==> images/layer_met1.png <==
Scale bar: 20 um.
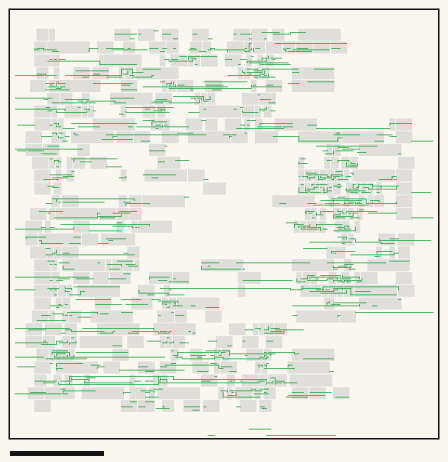
==> images/layer_met2.png <==
Scale bar: 20 um.
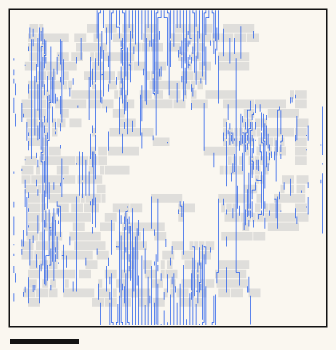
==> images/layer_met3.png <==
Scale bar: 20 um.
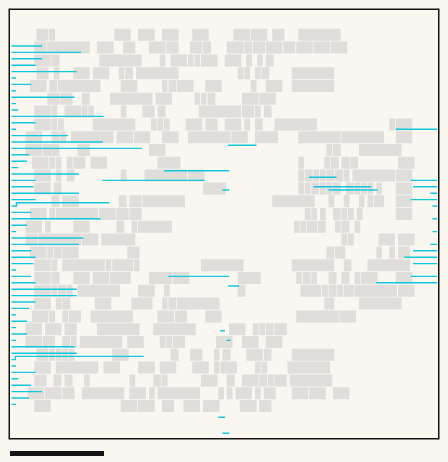
==> images/io_placement.png <==
Scale bar: 20 um. Pins as bars across the die edge, other pins in grey.
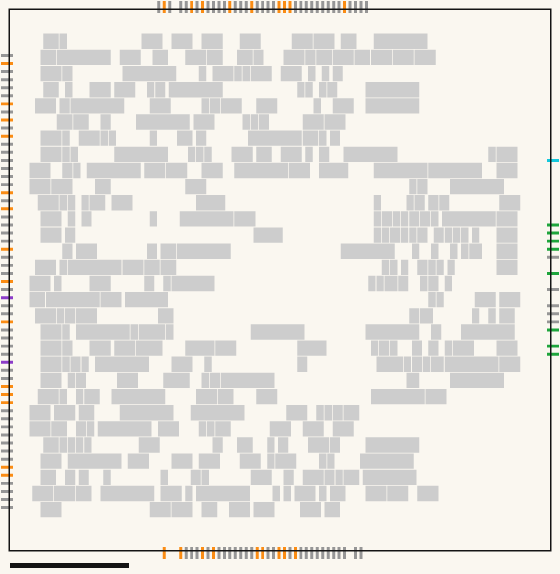
==> images/congestion.png <==
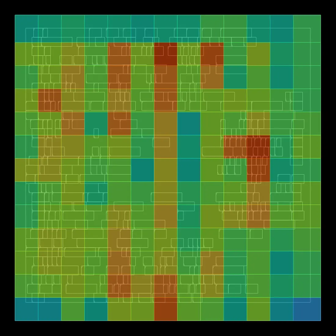
--- config.mk ---
export PLATFORM = sky130hd
export DESIGN_NAME = alu_src_mux_flat
export DESIGN_NICKNAME = d
export VERILOG_FILES = /design/src/rtl/alu_src_mux_if.sv /design/src/rtl/alu_src_mux.sv /design/src/flat_wrapper.sv
export SDC_FILE = /design/constraint.sdc
export NUM_CORES = 1
export LEC_CHECK = 0
export ABC_AREA = 1
export CORE_MARGIN = 3
export CORE_UTILIZATION = 25
export DETAILED_ROUTE_END_ITERATION = 16
export PLACE_DENSITY = 0.65
export SYNTH_ARGS = -nofsm -noshare
export SYNTH_HDL_FRONTEND = slang
export SYNTH_SLANG_ARGS = --single-unit
--- constraint.sdc ---
create_clock -name clk -period 5.06 [get_ports clk]
set_input_delay 1.518 -clock clk [delete_from_list [all_inputs] [get_ports clk]]
set_output_delay 1.518 -clock clk [all_outputs]
set_load 0.05 [all_outputs]
--- src/rtl/alu_src_mux_if.sv ---
// Operand-B select bus: datapath inputs, the selected operand and debug flags.
// The master drives the sources and select; the slave returns operand and flags.
interface alu_src_mux_if #(
   parameter int WIDTH = 32,
   parameter int CNT_W = 8
);
   logic [WIDTH-1:0] reg_data;
   logic [WIDTH-1:0] immediate;
   logic [1:0]       alu_src_b;
   logic             clear_flags;
   logic [WIDTH-1:0] alu_input_b;
   logic [WIDTH-1:0] alu_input_b_q;
   logic             illegal_sel;
   logic             illegal_sticky;
   logic [CNT_W-1:0] illegal_count;

   modport master (
      output reg_data, immediate, alu_src_b, clear_flags,
      input  alu_input_b, alu_input_b_q, illegal_sel, illegal_sticky, illegal_count
   );

   modport slave (
      input  reg_data, immediate, alu_src_b, clear_flags,
      output alu_input_b, alu_input_b_q, illegal_sel, illegal_sticky, illegal_count
   );
endinterface

--- src/rtl/alu_src_mux.sv ---
// ALU operand-B source mux (rs2 / immediate / constant) with a registered copy
// and sticky + saturating counters that flag the reserved select code 2'b11.
module alu_src_mux #(
   parameter int WIDTH     = 32,
   parameter int CONST_VAL = 4,
   parameter int CNT_W     = 8
) (
   input  logic         clk,
   input  logic         rst,
   alu_src_mux_if.slave bus
);
   localparam logic [WIDTH-1:0] CONST_B = WIDTH'(CONST_VAL);
   localparam logic [CNT_W-1:0] CNT_MAX = {CNT_W{1'b1}};

   logic [WIDTH-1:0] alu_input_b;
   logic             illegal_sel;
   logic [WIDTH-1:0] alu_input_b_d, alu_input_b_q;
   logic             illegal_sticky_d, illegal_sticky_q;
   logic [CNT_W-1:0] illegal_count_d, illegal_count_q;

   // 2'b11 and any unknown select fall through to rs2 so the operand is never X.
   always_comb begin
      alu_input_b = bus.reg_data;
      case (bus.alu_src_b)
         2'b01:   alu_input_b = bus.immediate;
         2'b10:   alu_input_b = CONST_B;
         default: alu_input_b = bus.reg_data;
      endcase
   end

   assign illegal_sel = (bus.alu_src_b == 2'b11);

   always_comb begin
      alu_input_b_d    = alu_input_b;
      illegal_sticky_d = illegal_sticky_q;
      illegal_count_d  = illegal_count_q;
      if (bus.clear_flags) begin
         illegal_sticky_d = 1'b0;
         illegal_count_d  = '0;
      end else if (illegal_sel) begin
         illegal_sticky_d = 1'b1;
         if (illegal_count_q != CNT_MAX)
            illegal_count_d = illegal_count_q + CNT_W'(1);
      end
   end

   always_ff @(posedge clk or posedge rst) begin
      if (rst) begin
         alu_input_b_q    <= '0;
         illegal_sticky_q <= 1'b0;
         illegal_count_q  <= '0;
      end else begin
         alu_input_b_q    <= alu_input_b_d;
         illegal_sticky_q <= illegal_sticky_d;
         illegal_count_q  <= illegal_count_d;
      end
   end

   assign bus.alu_input_b    = alu_input_b;
   assign bus.illegal_sel    = illegal_sel;
   assign bus.alu_input_b_q  = alu_input_b_q;
   assign bus.illegal_sticky = illegal_sticky_q;
   assign bus.illegal_count  = illegal_count_q;
endmodule

--- src/flat_wrapper.sv ---
// flat-port wrapper written by rule: the top's interface ports become plain ports
module alu_src_mux_flat 
#(
   parameter int WIDTH     = 32,
   parameter int CONST_VAL = 4,
   parameter int CNT_W     = 8
)
  (clk, rst, bus_reg_data, bus_immediate, bus_alu_src_b, bus_clear_flags, bus_alu_input_b, bus_alu_input_b_q, bus_illegal_sel, bus_illegal_sticky, bus_illegal_count);
  alu_src_mux_if #(.WIDTH(WIDTH), .CNT_W(CNT_W)) bus_i ();
  input  logic clk;
  input  logic rst;
  input wire logic [$bits(bus_i.reg_data)-1:0] bus_reg_data;
  input wire logic [$bits(bus_i.immediate)-1:0] bus_immediate;
  input wire logic [$bits(bus_i.alu_src_b)-1:0] bus_alu_src_b;
  input wire logic [$bits(bus_i.clear_flags)-1:0] bus_clear_flags;
  output wire logic [$bits(bus_i.alu_input_b)-1:0] bus_alu_input_b;
  output wire logic [$bits(bus_i.alu_input_b_q)-1:0] bus_alu_input_b_q;
  output wire logic [$bits(bus_i.illegal_sel)-1:0] bus_illegal_sel;
  output wire logic [$bits(bus_i.illegal_sticky)-1:0] bus_illegal_sticky;
  output wire logic [$bits(bus_i.illegal_count)-1:0] bus_illegal_count;
  assign bus_i.reg_data = bus_reg_data;
  assign bus_i.immediate = bus_immediate;
  assign bus_i.alu_src_b = bus_alu_src_b;
  assign bus_i.clear_flags = bus_clear_flags;
  assign bus_alu_input_b = bus_i.alu_input_b;
  assign bus_alu_input_b_q = bus_i.alu_input_b_q;
  assign bus_illegal_sel = bus_i.illegal_sel;
  assign bus_illegal_sticky = bus_i.illegal_sticky;
  assign bus_illegal_count = bus_i.illegal_count;
  alu_src_mux #(.WIDTH(WIDTH), .CONST_VAL(CONST_VAL), .CNT_W(CNT_W)) u_core (.clk(clk), .rst(rst), .bus(bus_i));
endmodule
==> ci_impl_report.md <==
## Synthesis and layout report

| Metric | Value |
|---|---|
| Power of the clock network | `0.000201 W` |
| CP arrival | `3.19 ns` |
| Count of instances resized after the clock tree is built | `0` |
| Worst min-delay path class | `flip-flop to flip-flop` |
| Inverters | `15` |
| Wire length on met1 | `2190 um` |
| Clock buffers created by TritonCTS | `5` |
| Highest metal layer used by the detailed router | `met4` |
| Highest-power group | `combinational logic` |
| Maximum buffer depth of the clock tree | `2` |
| Vias in the first global route | `between 1.5k and 2k` |
| Number of antenna violations at the first check in global routing | `0` |
| Clock Pin Slew Worst Setup and Hold Paths | `0.07 ns` |
| Most frequent logic cell in the layout | `clkdlybuf4s50_1` |
| Hold-fix buffers, CTS | `0` |
| R2R Path Start | `u_core.bus.illegal_count[0]$_DFFE_PP0P_` |
| Global-route wire length before repair | `9380 um` |
| Biggest combinational cell group after synthesis | `simple AND/OR/NAND/NOR gates` |
| Number of endpoints failing setup at the final stage | `0` |
| Synth area leader | `dfrtp_1` |
| Via-to-Cell Ratio | `4.30` |
| Async set-or-reset flop fraction in the synthesized netlist | `100%` |
| Number of clock sinks | `41` |
| Static leakage | `around 1.6 nW` |
| Clock buf count | `6` |
| Syn Inst Count | `217` |
| Total number of H-tree levels | `2` |
| Total of fill cells in the finished design | `686` |
| Number of enable-type register cells in the synthesized netlist | `0` |
| Switching fraction of total power | `39.4%` |
| Reg2Reg Capture Point | `u_core.bus.illegal_count[0]$_DFFE_PP0P_` |
| Log Warnings | `28` |
| Dominant register cell in the synthesized netlist | `dfrtp_1` |
| Layout cell share with drive strength beyond 1 | `14.1%` |
| Pre-Repair DR Iteration Count | `4` |
| Maximum number of pins on one net before global-route repair | `42` |
| Gate Area | `678 sq um` |
| Final Cycle Share | `~93%` |
| Largest fanout on the critical path | `11` |
| Non-clock buffering overhead in the final layout | `41.6%` |
| Crit. End Element | `output pin` |
| Number of max-slew violations in the final report | `0` |
| Detailed placer's ending HPWL | `roughly 4800 um` |
| Cell depth of the worst hold path | `2` |
| FFs & Latches | `41` |
| Most used standard cell by instance count after synthesis | `nand2_1` |
| Seq cells post-synth | `41` |
| Largest reg by FF count | `u_core.bus.alu_input_b_q` |
| Logic gate fraction of the total cell area | `between 20% and 30%` |
| HP Start | `u_core.bus.illegal_sticky$_DFFE_PP0P_` |
| Overall chip area | `a little over 0.008 sq mm` |
| Number of distinct standard cells referenced by the synthesized netlist | `15` |
| Global route total overflow | `0` |
| Setup TNS | `0 ns` |
| Sequential fraction of the synthesis area | `56.9%` |
| CTS root buffer | `clkbuf_8` |
| Comb pwr share | `42.6%` |
| Routed wire length on met2 | `3100 um` |
| Status | `complete, no violations` |
| Initial standard-cell utilization of the core | `a little over a quarter` |
| Net count of the finished layout | `434` |
| Syn_area_per_cell | `8.31 sq um` |
| Largest vdd supply drop | `0.113 mV` |
| Most common logic cells in the final layout | `109 x clkdlybuf4s50_1, 83 x nand2_1, 41 x dfrtp_1` |
| Number of buffers other than clock buffers in the final layout | `147` |
| GPL Wtd Cong | `0.786` |
| Max capacitance violation total | `0` |
| Cell class ranked first by area | `buffers` |
| Yosys Chip Area | `0.00180 sq mm` |
| Clock tree from TritonCTS | `built` |
| Netlist area before placement | `0.00180 sq mm` |
| Met3 layer wire length in the routed design | `between 500 and 600 um` |
| Tightest slew margin relative to the limit | `between 40 and 50%` |
| Adder-cell area share of the yosys netlist | `~2.8%` |
| Net Count, Synth | `290` |
| Area fraction in mux cells | `0%` |
| Share of the final layout cell area in sequential cells | `30.5%` |
| Worst-case reg-to-reg path depth | `6` |
| Total inserted antenna cells | `0` |
| Largest clock skew in the final design | `0.00181 ns` |
| Cell-internal power | `0.000592 W` |
| Max reg flops | `32` |
| PD cells | `290 mW/mm^2` |
| FP Rows | `30` |
| Worst setup endpoint | `bus_alu_input_b[2]` |
| Reg-to-reg slack, setup | `3.56 ns` |
| Achievable frequency | `213 MHz` |
| Commonest cells in the netlist | `83 x nand2_1, 41 x dfrtp_1, 39 x nand3_1, 14 x inv_1, 8 x nor2_1` |
| YS warnings | `0` |
| Sequential cell power | `0.000360 W` |
| Final count of hold timing violations | `0` |
| Relative contribution of the clock network to total power | `20.5%` |
| Type of element launching the critical path | `input pin` |
Notes on layer_met1.png above:
The wires run mostly horizontal. The layer carries 2190 um of wire. 355 nets have wire on it.

Notes on layer_met2.png above:
The longest straight run is 61.5 um. The layer holds 52% of the routed length. 360 nets have wire on it. The wires run mostly vertical. The layer carries 3100 um of wire.
global routing met2 resource utilization: 26.4%
total detailed-routing wirelength: 5940 um
total number of vias: 1969

Notes on layer_met3.png above:
The wires run mostly horizontal. 77 nets have wire on it. The longest straight run is 27.4 um.

Notes on io_placement.png above:
Orange stands for `bus_reg_data`, pins 32, direction input, edge 14 left, 9 bottom, 9 top. Green stands for `bus_illegal_count`, pins 8, direction output, edge right. Purple stands for `bus_alu_src_b`, pins 2, direction input, edge left. Cyan stands for `rst`, pins 1, direction input, edge right.
All pins by edge: 57 left, 38 top, 34 bottom, 14 right.
count of port buffers added during placement: 142
Horiz. Die Dim: 91.0 um
floorplan die height: 91.0 um

Notes on congestion.png above:
GRT busiest layer: met2
met3 routing resource usage after global routing: 5.88%
post-route core utilization: 48.7%
met1 Usage GRT: 14.3%

[critical path, stage by stage]
cell	delay, ns
clkdlybuf4s50_1	0.51
inv_1	0.06
ha_1	0.32
buf_4	0.19
o21ai_0	0.39
buf_12	0.20
[metrics by stage]
| step | hold slack (ns) | cells | setup slack, ns | instance area [sq um] |
|---|---|---|---|---|
| 6_report | 0.500 | 458 | 0.355 | 3370 |
| 2_1_floorplan | 0.772 | 217 | 0.440 | 1800 |
| 3_3_place_gp | 0.474 | 450 | 0.410 | 3280 |
| 5_1_grt | 0.534 | 458 | 0.240 | 3370 |
| 4_1_cts | 0.504 | 458 | 0.329 | 3370 |
| 3_5_place_dp | 0.486 | 450 | 0.360 | 3280 |
Power is estimated from default activity; no workload was simulated.
